--- config.mk ---
export PLATFORM = sky130hd
export DESIGN_NAME = register_pipe
export DESIGN_NICKNAME = d
export VERILOG_FILES = /design/src/rtl/register_pipe.sv
export SDC_FILE = /design/constraint.sdc
export NUM_CORES = 1
export LEC_CHECK = 0
export ABC_AREA = 1
export ABC_CLOCK_PERIOD_IN_PS = 1790
export CORE_ASPECT_RATIO = 1.4
export CORE_MARGIN = 4
export CORE_UTILIZATION = 35
export CTS_BUF_LIST = sky130_fd_sc_hd__clkbuf_4 sky130_fd_sc_hd__clkbuf_8
export CTS_CLUSTER_DIAMETER = 100
export DETAILED_ROUTE_END_ITERATION = 7
export PLACE_DENSITY = 0.6
export SETUP_SLACK_MARGIN = 0.15
export SYNTH_ARGS = -nofsm -noshare
export SYNTH_HDL_FRONTEND = slang
export SYNTH_SLANG_ARGS = --single-unit
--- constraint.sdc ---
create_clock -name clk -period 1.79 [get_ports clk]
set_input_delay 0.2685 -clock clk [delete_from_list [all_inputs] [get_ports clk]]
set_output_delay 0.2685 -clock clk [all_outputs]
set_load 0.005 [all_outputs]
--- src/rtl/register_pipe.sv ---
`default_nettype none
// ============================================================================
// Module      : register_pipe
// Description : Elastic DEPTH-stage valid/ready register pipeline with bubble
//               collapsing, synchronous flush and stage-occupancy count.
// Revision    : 1.0 - initial release
// ============================================================================
module register_pipe #(
  parameter  int DATA_WIDTH = 8,
  parameter  int DEPTH      = 4,
  localparam int OCC_WIDTH  = $clog2(DEPTH + 1)
) (
  input  logic                  clk,
  input  logic                  rst_n,
  input  logic                  flush,
  input  logic                  in_valid,
  output logic                  in_ready,
  input  logic [DATA_WIDTH-1:0] in_data,
  output logic                  out_valid,
  input  logic                  out_ready,
  output logic [DATA_WIDTH-1:0] out_data,
  output logic [OCC_WIDTH-1:0]  occupancy
);

  logic [DEPTH-1:0]      r_v;
  logic [DATA_WIDTH-1:0] r_d   [DEPTH];
  logic [DEPTH:0]        w_chain;
  logic [DEPTH-1:0]      w_load;
  logic [DATA_WIDTH-1:0] w_src [DEPTH];

  // w_chain[i] is the accept term of stage i; w_chain[i+1] is its advance term.
  always_comb begin
    w_chain        = '0;
    w_chain[DEPTH] = out_ready;
    for (int i = DEPTH - 1; i >= 0; i--) begin
      w_chain[i] = ~r_v[i] | w_chain[i+1];
    end
  end

  assign in_ready = w_chain[0] & ~flush;

  generate
    for (genvar i = 0; i < DEPTH; i++) begin : g_stage
      if (i == 0) begin : g_head
        assign w_src[i]  = in_data;
        assign w_load[i] = in_valid & in_ready;
      end else begin : g_body
        assign w_src[i]  = r_d[i-1];
        assign w_load[i] = r_v[i-1] & w_chain[i] & ~flush;
      end
    end
  endgenerate

  always_ff @(posedge clk or negedge rst_n) begin
    if (!rst_n) begin
      r_v <= '0;
      for (int i = 0; i < DEPTH; i++) begin
        r_d[i] <= '0;
      end
    end else begin
      for (int i = 0; i < DEPTH; i++) begin
        if (flush) begin
          r_v[i] <= 1'b0;
        end else begin
          r_v[i] <= w_load[i] | (r_v[i] & ~w_chain[i+1]);
        end
        // Data only moves on a load, so flushed or drained stages keep stale payload.
        if (w_load[i]) begin
          r_d[i] <= w_src[i];
        end
      end
    end
  end

  always_comb begin
    occupancy = '0;
    for (int i = 0; i < DEPTH; i++) begin
      occupancy = occupancy + OCC_WIDTH'(r_v[i]);
    end
  end

  assign out_valid = r_v[DEPTH-1] & ~flush;
  assign out_data  = r_d[DEPTH-1];

endmodule
`default_nettype wire

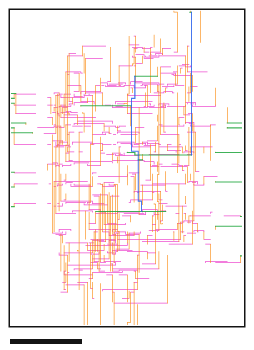
Fig. 1. Signal wires by layer (run 1).
Scale bar: 20 µm.
| color | layer | wire length |
|---|---|---|
| green | metal 3 | 104 µm |
| orange | metal 2 | 1410 µm |
| blue | metal 4 | 80.5 µm |
| magenta | metal 1 | 1180 µm |
wirelength, routed: 2780 µm
total via count in the routed design: 1088

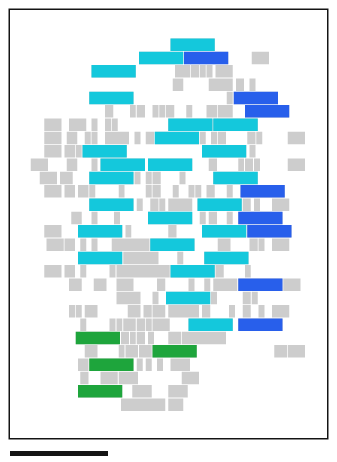
Fig. 2. Sequential cells colored by netlist name (run 1).
Scale bar: 20 µm. Other cells in gray.
| color | name in the netlist | sequential cells |
|---|---|---|
| blue | out_data | 8 |
| green | r_v | 4 |
| cyan | r_d | 24 |
fraction of area in registers: 44.2%
combined flip-flop and latch cell area: 901 µm²
end-of-flow core utilization: 47.7%

==> commit_impl_results.txt, run 1 <==
Update PnR metrics after Yosys + OpenROAD run

- Derived from the worst setup path, the maximum achievable clock frequency is 476 MHz.
* Proportion of layout cells with a drive suffix above 1: 22.1%
* Seq cells post-synth: 36
- Latest clock arrival within the worst-skew pair: 290 ps
- Sequence of cells on the critical path: inv_2, fa_1, inv_2, ha_4, ha_4, buf_6
* X dimension of the die: 64.7 µm
- Comb gates: 90
- Setup slack on the worst reg-to-reg path comes out at 360 ps.
- Post-synth design cell area: 0.00157 mm²
* Overall fraction of global-route tracks in use: 11.8%
* Worst Slack Setup Final: -312 ps
* Overflow after GRT: 0
- Number of flops mapped to enable cells by yosys: 0
- Violations in the final reports: setup timing
* Cell Pwr Density: 1040 mW/mm²
* Logic gate fraction of the total cell area: 25.7%
* Number of instances resized during post-cts repair: 23
- Actual slew at the worst max-slew pin: 440 ps
- Detailed placement reports a standard cell area of 0.00190 mm².
- Per the log, the first TritonRoute iteration ended with a DRC count of 59.
* FFs & Latches: 36
- Number of unique standard cell types used by synthesis: 20
- Final-layout clock buffer total: 5
- The design draws 0.00212 W.
- Number of sinks on the clock net: 36
- The data required time reported for the critical path is 1520 ps.
- Well-tap cell count: 60
* Cts hold-fix bufs: 0
- The number of placed instances, taps included, is 246.
* Period utilization: 117%
- Placed wire-length estimate: 1950 µm
- The first global-routing pass estimated 5040 µm of wire.
* Vias per cell: 4.27
- The first detailed-routing pass ran for 4 iterations.
- Number of buffers created by CTS: 5
* Number of warnings issued by yosys: 0
- Final Hold Slack: 390 ps
* Cell class contributing the biggest share of worst-path delay: adder cells
- Slew Viols, Final: 0
- MaxCap Viol Count: 0
- Sort of element at the start of the critical path: flip-flop
- The timing report gives the clock slew at the launch and capture registers of the worst setup and hold paths as 70 ps.
* Worst-path cell with the longest stage delay: sky130_fd_sc_hd__fa_1
* Top cell type by total area after synthesis: sky130_fd_sc_hd__dfrtp_1
- For the final routed database, the setup TNS stands at -698 ps.
- Counting flops per register, the top entry is r_d.
- According to the floorplan report, the die height is 87.3 µm.
- Clock network share of area: 5.46%
- Pin count of the biggest net entering global routing: 37
- On the final layout, the worst clock skew is 7.46 ps.
- For this run, the script counts the antenna cells in the layout as 0.
* Logic depth of the worst register-to-register path: 8
- Status: finished, violations left
- The placement summary gives the final routability congestion estimate as 0.784.
- Area delta synth->final: 29.7%
* Endpoint of the worst register-to-register path: r_d[18]
- Count of buffers not belonging to the clock network in the layout: 37
* Critical path start-end classification: flip-flop to primary output
* Worst slack after detailed placement: -390 ps
- Clock Root Buffer: sky130_fd_sc_hd__clkbuf_8
* Number of OpenROAD warnings: 29
- Final routed wire length divided by cell count: 10.9 µm
* Gate Count Post-Synth: 163
* Max transition margin: 70.6%
* Hold Path Class: input pin to asynchronous set/reset pin
* Leakage Power: 1.00 nW
- Setup repair after global routing missed its margin: yes
- At the worst endpoint, the arrival time is 1830 ps.
- The final timing report counts setup violations totalling 3.
- Hold-check failures listed in the final report amount to 0.
- The floorplan report gives the top-level pin count as 26.
- Biggest cell category by area in the final layout: flip-flops and latches
- Per the post-run analysis, buffers plus inverters along the critical path come to 3.
- Cell count listed in synth_stat.txt: 163
* Crit-path max cell delay: 570 ps
- The number of nets handed over by synthesis was 179.
- Avg Cell Area, Syn: 9.65 µm²
- STA classifies the critical path endpoint as a primary output.
* Worst-path fanout max: 2
* Combinational gate area: 524 µm²
- Chip area in the Yosys report: 0.00157 mm²
- Per the layout report, the design carries 433 filler cells.
- Antenna violations before repair: 0
- Most used DFF post-synth: sky130_fd_sc_hd__dfrtp_1
* Launch point of the worst reg-to-reg path: r_v[3]
- The fraction of final cell area spent on non-clock buffers in this run is 16.6%.
* Top area cells in the synthesized netlist: sky130_fd_sc_hd__dfrtp_1 57%, sky130_fd_sc_hd__nand2_1 7.9%, sky130_fd_sc_hd__inv_1 5.3%
- After floorplanning, the die was sized to cover 0.00565 mm².
* Buffers added on ports: 25
- Post-route ant nets: 0
- Nets@finish: 210
- Number of remaining DRC errors: 0
- Looking at the VDD voltage map, the peak drop is 0.386 mV.
- Setup bufs post-CTS: 1
- The synthesis report gives the async set-or-reset register share as 100%.
- The longest clock path from root to sink contains 2 buffers.
* Via count of the first global-routing pass: 1133
- Initial core utilization: 36.8%
- Layout inverter count without the clock tree: 24
* Cell with the most instances after synthesis: sky130_fd_sc_hd__dfrtp_1
- Final min period: 2100 ps
- List of most frequent post-synthesis cells: 36 x sky130_fd_sc_hd__dfrtp_1, 33 x sky130_fd_sc_hd__nand2_1, 22 x sky130_fd_sc_hd__inv_1
- Tally of non-filler cells in the final layout: 255
- Clock tree from TritonCTS: built
* Proportion of netlist area held by the largest area contributor: 57.3%
- Of the synthesized area, sequential elements account for 57.3%.
- Number of flip-flops under the largest register name: 24
- Looking at the clock tree report, the H-tree level count equals 2.
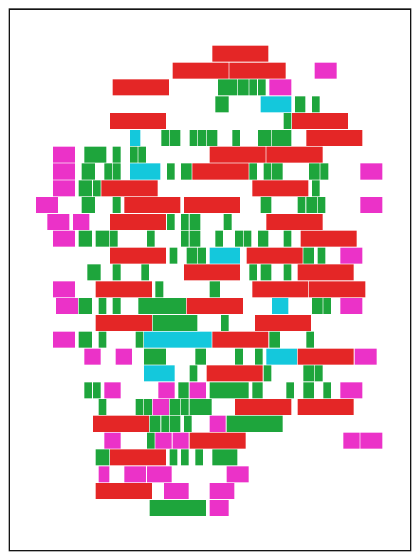
Fig. 3. Placed cells, one color a class (run 1).
| color | class | cells |
|---|---|---|
| red | sequential cells | 36 |
| cyan | clock drivers and dummy loads | 8 |
| magenta | remaining buffers and delay cells | 37 |
| green | combinational and other logic | 114 |
summed area of non-filler cells in the final layout: 0.00204 mm²
number of placement rows: 28
Core Region: 0.00427 mm²

## run 1: power breakdown
part	switching, W	total [W]	internal, W
sequential	0.0000707	0.00104	0.000968
clock	0.000298	0.000710	0.000412
combinational	0.000161	0.000368	0.000207
total	0.000530	0.00212	0.00159
## run 1: per-layer routing
metal | share of wire, % | global-route usage (%) | up-vias | wire (µm)
li1 | - | - | 572 | -
met1 | 43 | 13.6 | 487 | 1180
met2 | 51 | 19.5 | 23 | 1410
met3 | 3.7 | 3.49 | 6 | 103
met4 | 2.9 | 6.35 | 0 | 80
met5 | 0 | 0 | - | 0
## run 1: logic make-up (layout without fill, tap and decap cells)
group                      Yosys count  after routing  synth area share, %
AOI/OAI and AO/OA                   27             27                 9.07
DFF                                 36             36                 57.3
buffers and inverters               37             69                 12.0
and+or+nand+nor                     60             60                 18.8
adders and majority gates            3              3                 2.86
## run 1: cells in the final DEF (no fill, tap or decap), types with 6 or more instances in the layout
cell type / instances
sky130_fd_sc_hd__nand4_1: 8
sky130_fd_sc_hd__nand2_1: 33
sky130_fd_sc_hd__dfrtp_1: 36
sky130_fd_sc_hd__o21ai_0: 16
sky130_fd_sc_hd__a21oi_1: 9
sky130_fd_sc_hd__clkdlybuf4s50_1: 20
sky130_fd_sc_hd__nor2_1: 9
sky130_fd_sc_hd__buf_4: 12
sky130_fd_sc_hd__inv_1: 18
sky130_fd_sc_hd__inv_2: 6
## run 1: how the worst max path moves through the flow
stage	startpoint	end	slack (ps)	cells after the start
CTS	r_v[1]	occupancy[1]	-310	6
detailed placement	r_v[0]	occupancy[1]	-390	6
global placement	r_v[0]	occupancy[1]	-340	6
global route	r_v[1]	occupancy[1]	-350	6
finish	r_v[1]	occupancy[1]	-310	6
floorplan	r_v[0]	occupancy[1]	100	5
Fig. 4: run 1, wiring heat map
Scale bar: 20 µm. The die is cut into 13 by 17 equal tiles; dark blue is low, red is high, scaled to the fullest tile. Values are wire area over tile area, all layers added.
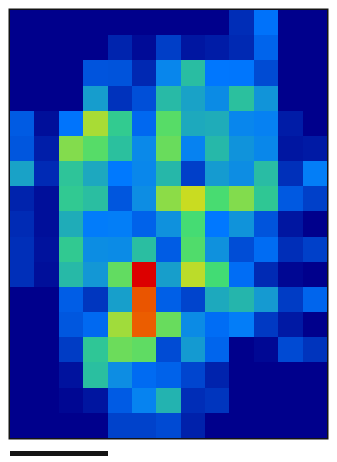

--- run 2 (diff from run 1) ---
--- a/config.mk
+++ b/config.mk
@@ -13,7 +13,7 @@
 export CTS_BUF_LIST = sky130_fd_sc_hd__clkbuf_4 sky130_fd_sc_hd__clkbuf_8
 export CTS_CLUSTER_DIAMETER = 100
 export DETAILED_ROUTE_END_ITERATION = 7
-export PLACE_DENSITY = 0.6
+export MAX_ROUTING_LAYER = met4
 export SETUP_SLACK_MARGIN = 0.15
 export SYNTH_ARGS = -nofsm -noshare
 export SYNTH_HDL_FRONTEND = slang
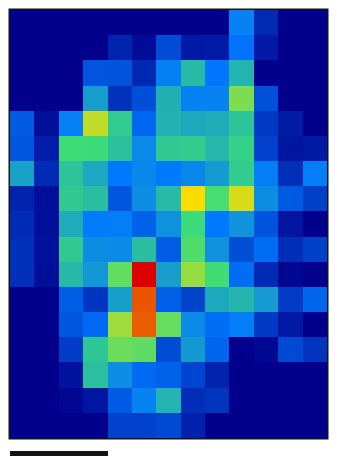
Fig. 5. Wiring heat map (run 2).
Scale bar: 20 µm. The die is cut into 13 by 17 equal tiles; dark blue is low, red is high, scaled to the fullest tile. Values are wire area over tile area, all layers added.
tiles over half the peak: 7.7%
nearly empty tiles: 28%
fullest tile: 0.39
wirelength, routed: 2770 µm
overall fraction of global-route tracks in use: 12.1%
final routed wire length divided by cell count: 10.9 µm

==> commit_impl_results.txt, run 2 <==
Update PnR metrics after Yosys + OpenROAD run

- The flow ran to the end, but the final reports show violations.
- The final reports fail on setup timing.
- For this run, asynchronously set or reset flops after synthesis account for 100%.
* Top cell type by total area after synthesis: sky130_fd_sc_hd__dfrtp_1
- Number of unique standard cell types used by synthesis: 20
* Total via count in the routed design: 1088
- Internal cell power: 0.00159 W
- CP Buf/Inv Count: 3
- Overflow after GRT: 0
* Worst-path cell with the longest stage delay: sky130_fd_sc_hd__fa_1
- The die is 64.7 µm wide.
- Per the final report, max-transition violations number 0.
- Top logic cells by instance count in the layout: 36 x sky130_fd_sc_hd__dfrtp_1, 33 x sky130_fd_sc_hd__nand2_1, 20 x sky130_fd_sc_hd__clkdlybuf4s50_1
- Clock skew on the completed layout was measured at 7.38 ps.
- Antenna violations before repair: 0
- Maximum clock insertion buffer count: 2
- H-tree lvl count: 2
- The final antenna diode tally reported by the flow is 0.
- Max Clock Freq: 476 MHz
* Cell class contributing the biggest share of worst-path delay: adder cells
- Sequential elements use 57.3% of the synthesized area.
- Synthesis inferred 36 register bits.
- The worst register-to-register path ends at r_d[18].
- Per the OpenROAD floorplan log, the area of the core is 0.00427 mm².
- The worst-case reg-to-reg setup slack stands at 360 ps.
* Worst Slack Setup Final: -312 ps
* Fin Setup TNS: -698 ps
- STA classifies the critical path endpoint as a primary output.
- STA classifies the critical path startpoint as a flip-flop.
* Proportion of layout cells with a drive suffix above 1: 22.1%
- The top cell type in the final layout, fill and taps aside, is sky130_fd_sc_hd__dfrtp_1.
* Gate Count Post-Synth: 163
- Number of failing setup endpoints in the final timing report: 3
* Die Size: 0.00565 mm²
- Entering global routing, the biggest net connects 37 pins.
* Worst slack after detailed placement: -390 ps
- Compared with the post-synthesis result, the final layout area differs by 29.7%.
- Clock Root Buffer: sky130_fd_sc_hd__clkbuf_8
* Setup repair after global routing missed its margin: yes
- For the clock group, total power comes out at 0.000711 W.
- Final hold violation count: 0
- Of the total power, the clock network draws 33.6%.
- In this run the tools logged warnings totalling 29.
* Number of flip-flops under the largest register name: 24
* Final min period: 2100 ps
- P_sw: 0.000531 W
- Cell Pwr Density: 1040 mW/mm²
- In this run, the combinational gates consume 17.4% of the power.
- Count of TritonRoute iterations in the first routing pass: 4
- Per the detail_route report, DRC violations left total 0.
- In this run, flip-flops and latches consume 49.0% of the power.
- Max transition margin: 70.6%
* MaxCap Viol Count: 0
- The transition time recorded at the tightest slew-check pin is 441 ps.
- By area the synthesized netlist is led by sky130_fd_sc_hd__dfrtp_1 57%, sky130_fd_sc_hd__nand2_1 7.9%, sky130_fd_sc_hd__inv_1 5.3%.
* Maximum vdd drop: 0.386 mV
- The worst register-to-register path begins at r_v[3].
- Proportion of netlist area held by the largest area contributor: 57.3%
- Yosys reports that the most numerous cell types are 36 x sky130_fd_sc_hd__dfrtp_1, 33 x sky130_fd_sc_hd__nand2_1, 22 x sky130_fd_sc_hd__inv_1.
- Leakage Power: 1.00 nW
- The design draws 0.00212 W.
- The critical path is of the flip-flop to primary output type.
- WP depth: 6
- According to the I/O placement log, the pin count is 26.
* Required time of the worst setup path: 1520 ps
* Chip area in the Yosys report: 0.00157 mm²
* Tally of non-filler cells in the final layout: 255
* Latest clock arrival within the worst-skew pair: 290 ps
- Net count after synthesis: 179
- CP arrival: 1830 ps
- Counting the warning lines in the Yosys log gives 0.
- Comb. pwr: 0.000368 W
- Yosys stat counts 163 cells in the synthesized netlist.
- Violation tally from detailed-route iteration zero: 59
- The most critical setup path has its endpoint at occupancy[1].
- The initialized floorplan defines 28 standard-cell rows.
- The placement report lists the number of port buffers as 25.
- Most used DFF post-synth: sky130_fd_sc_hd__dfrtp_1
- The most critical min-delay path falls under input pin to asynchronous set/reset pin.
- According to the finish report, the design has a final net count of 210.
- The launch point of the critical path was reported as r_v[1].
- Crit-path max cell delay: 570 ps
- Avg Cell Area, Syn: 9.65 µm²
- In this run the remaining antenna-violating nets after routing total 0.
* Period utilization: 117%
* Most flop-heavy register: r_d
- The via count of the first global-routing pass was 1132.
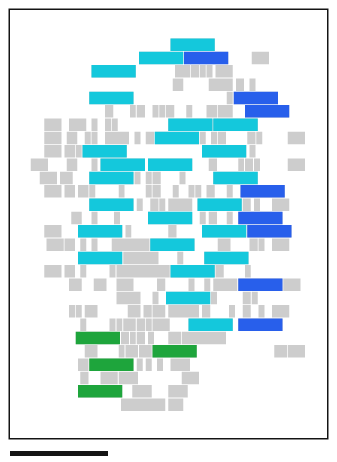
Fig. 6. Sequential cells colored by netlist name (run 2).
Scale bar: 20 µm. Other cells in gray.
| color | name in the netlist | sequential cells |
|---|---|---|
| green | r_v | 4 |
| blue | out_data | 8 |
| cyan | r_d | 24 |
power in sequential cells: 0.00104 W

## run 2: metal layers
layer	vias up	wire (µm)	track usage, %
met1	489	1190	13.6
met5	-	0	-
met4	0	69	6.35
met2	23	1420	19.5
li1	571	-	-
met3	5	96	3.49
## run 2: kinds of logic (layout without fill, tap and decap cells)
kind of cell / Yosys count / after routing / share of synthesized area [%]
DFF: 36 / 36 / 57.3
adders and majority gates: 3 / 3 / 2.86
buffers and inverters: 37 / 69 / 12.0
AOI/OAI and AO/OA: 27 / 27 / 9.07
and+or+nand+nor: 60 / 60 / 18.8
## run 2: stage by stage
step | hold slack [ps] | area (µm²)
6_report | 390 | 2040
3_5_place_dp | 462 | 1900
2_1_floorplan | -27.1 | 1590
3_3_place_gp | 458 | 1900
4_1_cts | 406 | 2030
5_1_grt | 436 | 2040
## run 2: worst reg2reg max path, stage by stage (launching register included)
cell and delay [ps]:
sky130_fd_sc_hd__dfrtp_1 370, sky130_fd_sc_hd__inv_2 70, sky130_fd_sc_hd__buf_4 120, sky130_fd_sc_hd__nor2_4 40, sky130_fd_sc_hd__buf_4 140, sky130_fd_sc_hd__nand3_1 100
sky130_fd_sc_hd__nand3_2 240, sky130_fd_sc_hd__nand2_1 130, sky130_fd_sc_hd__o21ai_0 90
## run 2: area by class of cell
cell class | instances | area, µm²
clock buffer | 5 | 68.8
clock inverter | 3 | 42.5
fill | 433 | 2230
inverter | 24 | 90.1
multi-input combinational | 90 | 524
sequential | 36 | 901
tap | 60 | 75.1
timing repair buffer | 37 | 338
## run 2: timing repair
| action | in CTS | in global routing |
|---|---|---|
| pin swaps | 1 | 1 |
| gates resized | 23 | 3 |
| endpoints found under the setup margin | 5 | 4 |
| setup buffers | 1 | 0 |
Fig. 7: run 2, signal wires by layer
Scale bar: 20 µm.
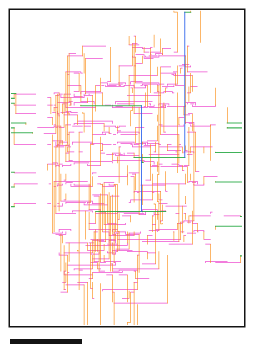

--- run 3 (diff from run 2) ---
--- a/config.mk
+++ b/config.mk
@@ -13,7 +13,6 @@
 export CTS_BUF_LIST = sky130_fd_sc_hd__clkbuf_4 sky130_fd_sc_hd__clkbuf_8
 export CTS_CLUSTER_DIAMETER = 100
 export DETAILED_ROUTE_END_ITERATION = 7
-export MAX_ROUTING_LAYER = met4
 export SETUP_SLACK_MARGIN = 0.15
 export SYNTH_ARGS = -nofsm -noshare
 export SYNTH_HDL_FRONTEND = slang
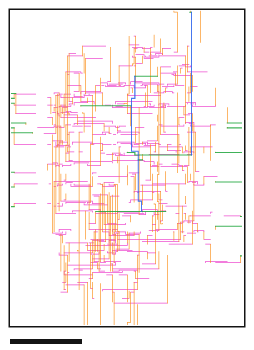
Fig. 8. Signal wires by layer (run 3).
Scale bar: 20 µm.
wirelength, routed: 2780 µm
overall fraction of global-route tracks in use: 11.8%
final routed wire length divided by cell count: 10.9 µm

==> commit_impl_results.txt, run 3 <==
Update PnR metrics after Yosys + OpenROAD run

- Number of failing setup endpoints in the final timing report: 3
- Reg-to-reg slack, setup: 360 ps
* Via count of the first global-routing pass: 1133
- End-of-flow core utilization: 47.7%
- Sequential share of power: 49.1%
* Initial core utilization: 36.8%
* Top logic cells by instance count in the layout: 36 x sky130_fd_sc_hd__dfrtp_1, 33 x sky130_fd_sc_hd__nand2_1, 20 x sky130_fd_sc_hd__clkdlybuf4s50_1
* Worst Slack Setup Final: -312 ps
- Post-synth design cell area: 0.00157 mm²
* Area delta synth->final: 29.7%
- Seq cells post-synth: 36
- At the end of routability-driven placement, the weighted congestion stood at 0.784.
- Total power: 0.00212 W
- Status: finished, violations left
* Buffers added on ports: 25
- Final hold violation count: 0
- Post-route clock skew: 7.46 ps
* Placed cell count: 246
- H-tree lvl count: 2
* Die Size: 0.00565 mm²
- Max transition margin: 70.6%
* Number of warnings issued by yosys: 0
- The total overflow left after global routing is 0.
* Cts hold-fix bufs: 0
* Vias per cell: 4.27
- The tool flagged a number of max-cap violations equal to 0.
- The first global-routing pass estimated 5040 µm of wire.
- Antenna cells: 0
- Die height: 87.3 µm
* Tally of non-filler cells in the final layout: 255
* Crit-path max cell delay: 570 ps
- Violations in the final reports: setup timing
- On the critical path the data arrives at 1830 ps.
* Number of OpenROAD warnings: 29
* Top-level port count: 26
- Internal cell power: 0.00159 W
- Maximum vdd drop: 0.386 mV
* P_sw: 0.000530 W
* X dimension of the die: 64.7 µm
- Counting along the longest clock path gives a buffer depth of 2.
- Proportion of netlist area held by the largest area contributor: 57.3%
- The placement stage leaves a total instance area of 0.00190 mm².
- Fraction of registers with async set or reset after synthesis: 100%
* Actual slew at the worst max-slew pin: 440 ps
- Chip area in the Yosys report: 0.00157 mm²
- The script parses the final routing iteration and logs DRC violations as 0.
- Counting every instance in the synthesized netlist gives 163.
* Total via count in the routed design: 1088
- The layout summary lists the proportion of cells stronger than drive strength 1 as 22.1%.
* Number of unique standard cell types used by synthesis: 20
* Clock Root Buffer: sky130_fd_sc_hd__clkbuf_8
- At floorplan, the net count of the design was reported as 179.
- Looking at the power breakdown, combinational cells take 17.4% of the total.
- Most flop-heavy register: r_d
- Max Clock Freq: 476 MHz
* Top area cells in the synthesized netlist: sky130_fd_sc_hd__dfrtp_1 57%, sky130_fd_sc_hd__nand2_1 7.9%, sky130_fd_sc_hd__inv_1 5.3%
* Proportion of synthesized chip area in sequential cells: 57.3%
- Per the timing report, the biggest fanout along the worst path comes to 2.
* Core Region: 0.00427 mm²
- The final critical path takes up 117% of the cycle.
- The number of antenna violations at the first check in global routing came to 0.
- The detail route stage leaves a number of antenna-violating nets equal to 0.
* Worst-path cell with the longest stage delay: sky130_fd_sc_hd__fa_1
- STA lists the startpoint of the worst register-to-register path as r_v[3].
* Critical path start-end classification: flip-flop to primary output
- Number of flops mapped to enable cells by yosys: 0
- Setup repair after global routing missed its margin: yes
- Per STA, the worst path accumulates the most delay in the family adder cells.
- Cell with the most instances after synthesis: sky130_fd_sc_hd__dfrtp_1
- List of most frequent post-synthesis cells: 36 x sky130_fd_sc_hd__dfrtp_1, 33 x sky130_fd_sc_hd__nand2_1, 22 x sky130_fd_sc_hd__inv_1
- Element type at the critical path end: primary output
- Per the synthesis report, the dominant area consumer among library cells is sky130_fd_sc_hd__dfrtp_1.
- Entering global routing, the biggest net connects 37 pins.
* Clock Power Share: 33.5%
- After filler insertion, the fill cell instance count of the layout stands at 433.
- Avg Cell Area, Syn: 9.65 µm²
- Violation tally from detailed-route iteration zero: 59
- Cell count listed in synth_stat.txt: 163
- TritonCTS reports the number of clock sinks as 36.
* Summed area of non-filler cells in the final layout: 0.00204 mm²
* Fraction of power spent switching nets: 25.0%
- Most used DFF post-synth: sky130_fd_sc_hd__dfrtp_1
- The iteration count recorded for the first detailed-route pass is 4.
* Number of flip-flops under the largest register name: 24
- Clock tree from TritonCTS: built
- The worst setup path is launched from a flip-flop.
* Slew Viols, Final: 0
- After the last flow step, the layout net total stands at 210.
- Number of buffers created by CTS: 5
- Subtracting the final worst setup slack from the clock period gives 2100 ps.
- In this run the core area contains 28 standard-cell rows.
- Hold Path Class: input pin to asynchronous set/reset pin
* Logic depth of the worst register-to-register path: 8
- Cell Pwr Density: 1040 mW/mm²
- Latest clock arrival within the worst-skew pair: 290 ps
- Hold timing on the final database bottoms out at a slack of 390 ps.
- CP Buf/Inv Count: 3
- Clock-pin transition on the worst setup and hold timing paths: 70 ps
- The final layout reports a setup TNS of -698 ps.
* Endpoint of the worst register-to-register path: r_d[18]
- Timing analysis after detailed placement gives a worst setup slack of -390 ps.
* Commonest Layout Cell: sky130_fd_sc_hd__dfrtp_1
- Leakage Power: 1.00 nW
- The required time at the worst endpoint is listed as 1520 ps.
* Placed wire-length estimate: 1950 µm
- Sequence of cells on the critical path: inv_2, fa_1, inv_2, ha_4, ha_4, buf_6
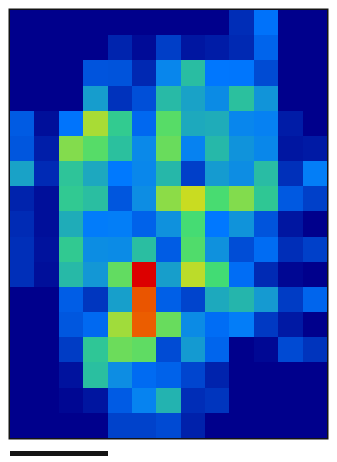
Fig. 9. Wiring heat map (run 3).
Scale bar: 20 µm. The die is cut into 13 by 17 equal tiles; dark blue is low, red is high, scaled to the fullest tile. Values are wire area over tile area, all layers added.

-- run 3: how the worst max path moves through the flow --
stage | start | slack [ps] | cells past startpoint | to
floorplan | r_v[0] | 100 | 5 | occupancy[1]
detailed placement | r_v[0] | -390 | 6 | occupancy[1]
CTS | r_v[1] | -310 | 6 | occupancy[1]
global placement | r_v[0] | -340 | 6 | occupancy[1]
finish | r_v[1] | -310 | 6 | occupancy[1]
global route | r_v[1] | -350 | 6 | occupancy[1]
-- run 3: kinds of logic after synthesis --
| kind of cell | share of synthesized area [%] |
|---|---|
| buffers and inverters | 12.0 |
| DFF | 57.3 |
| AOI/OAI and AO/OA | 9.07 |
| adders and majority gates | 2.86 |
| and+or+nand+nor | 18.8 |
-- run 3: power groups by stage --
| stage | sequential (W) | clock (W) | combinational (W) |
|---|---|---|---|
| floorplan | 0.00104 | 0 | 0.000247 |
| global placement | 0.00105 | 0 | 0.000357 |
| detailed placement | 0.00106 | 0 | 0.000367 |
| CTS | 0.00104 | 0.000728 | 0.000375 |
| global route | 0.00106 | 0.000768 | 0.000426 |
| finish | 0.00104 | 0.000710 | 0.000368 |
-- run 3: layer usage --
metal  up-vias  global-route usage [%]  share of wire [%]
met2        23                    19.5                 51
met5         -                       0                  0
met3         6                    3.49                3.7
li1        572                       -                  -
met1       487                    13.6                 43
met4         0                    6.35                2.9
-- run 3: layout make-up --
cell class                 count  area [µm²]  area share (%)
sequential                    36         901            44.2
timing repair buffer          37         338            16.6
multi-input combinational     90         524            25.7
clock buffer                   5        68.8            3.37
inverter                      24        90.1            4.42
tap                           60        75.1            3.68
clock inverter                 3        42.5            2.09
-- run 3: what timing repair did --
item	CTS	global route
pin swaps	1	1
buffers inserted	1	0
gates resized	23	3
cloned	0	0
endpoints found under the setup margin	5	4
Power is estimated from default activity; no workload was simulated.
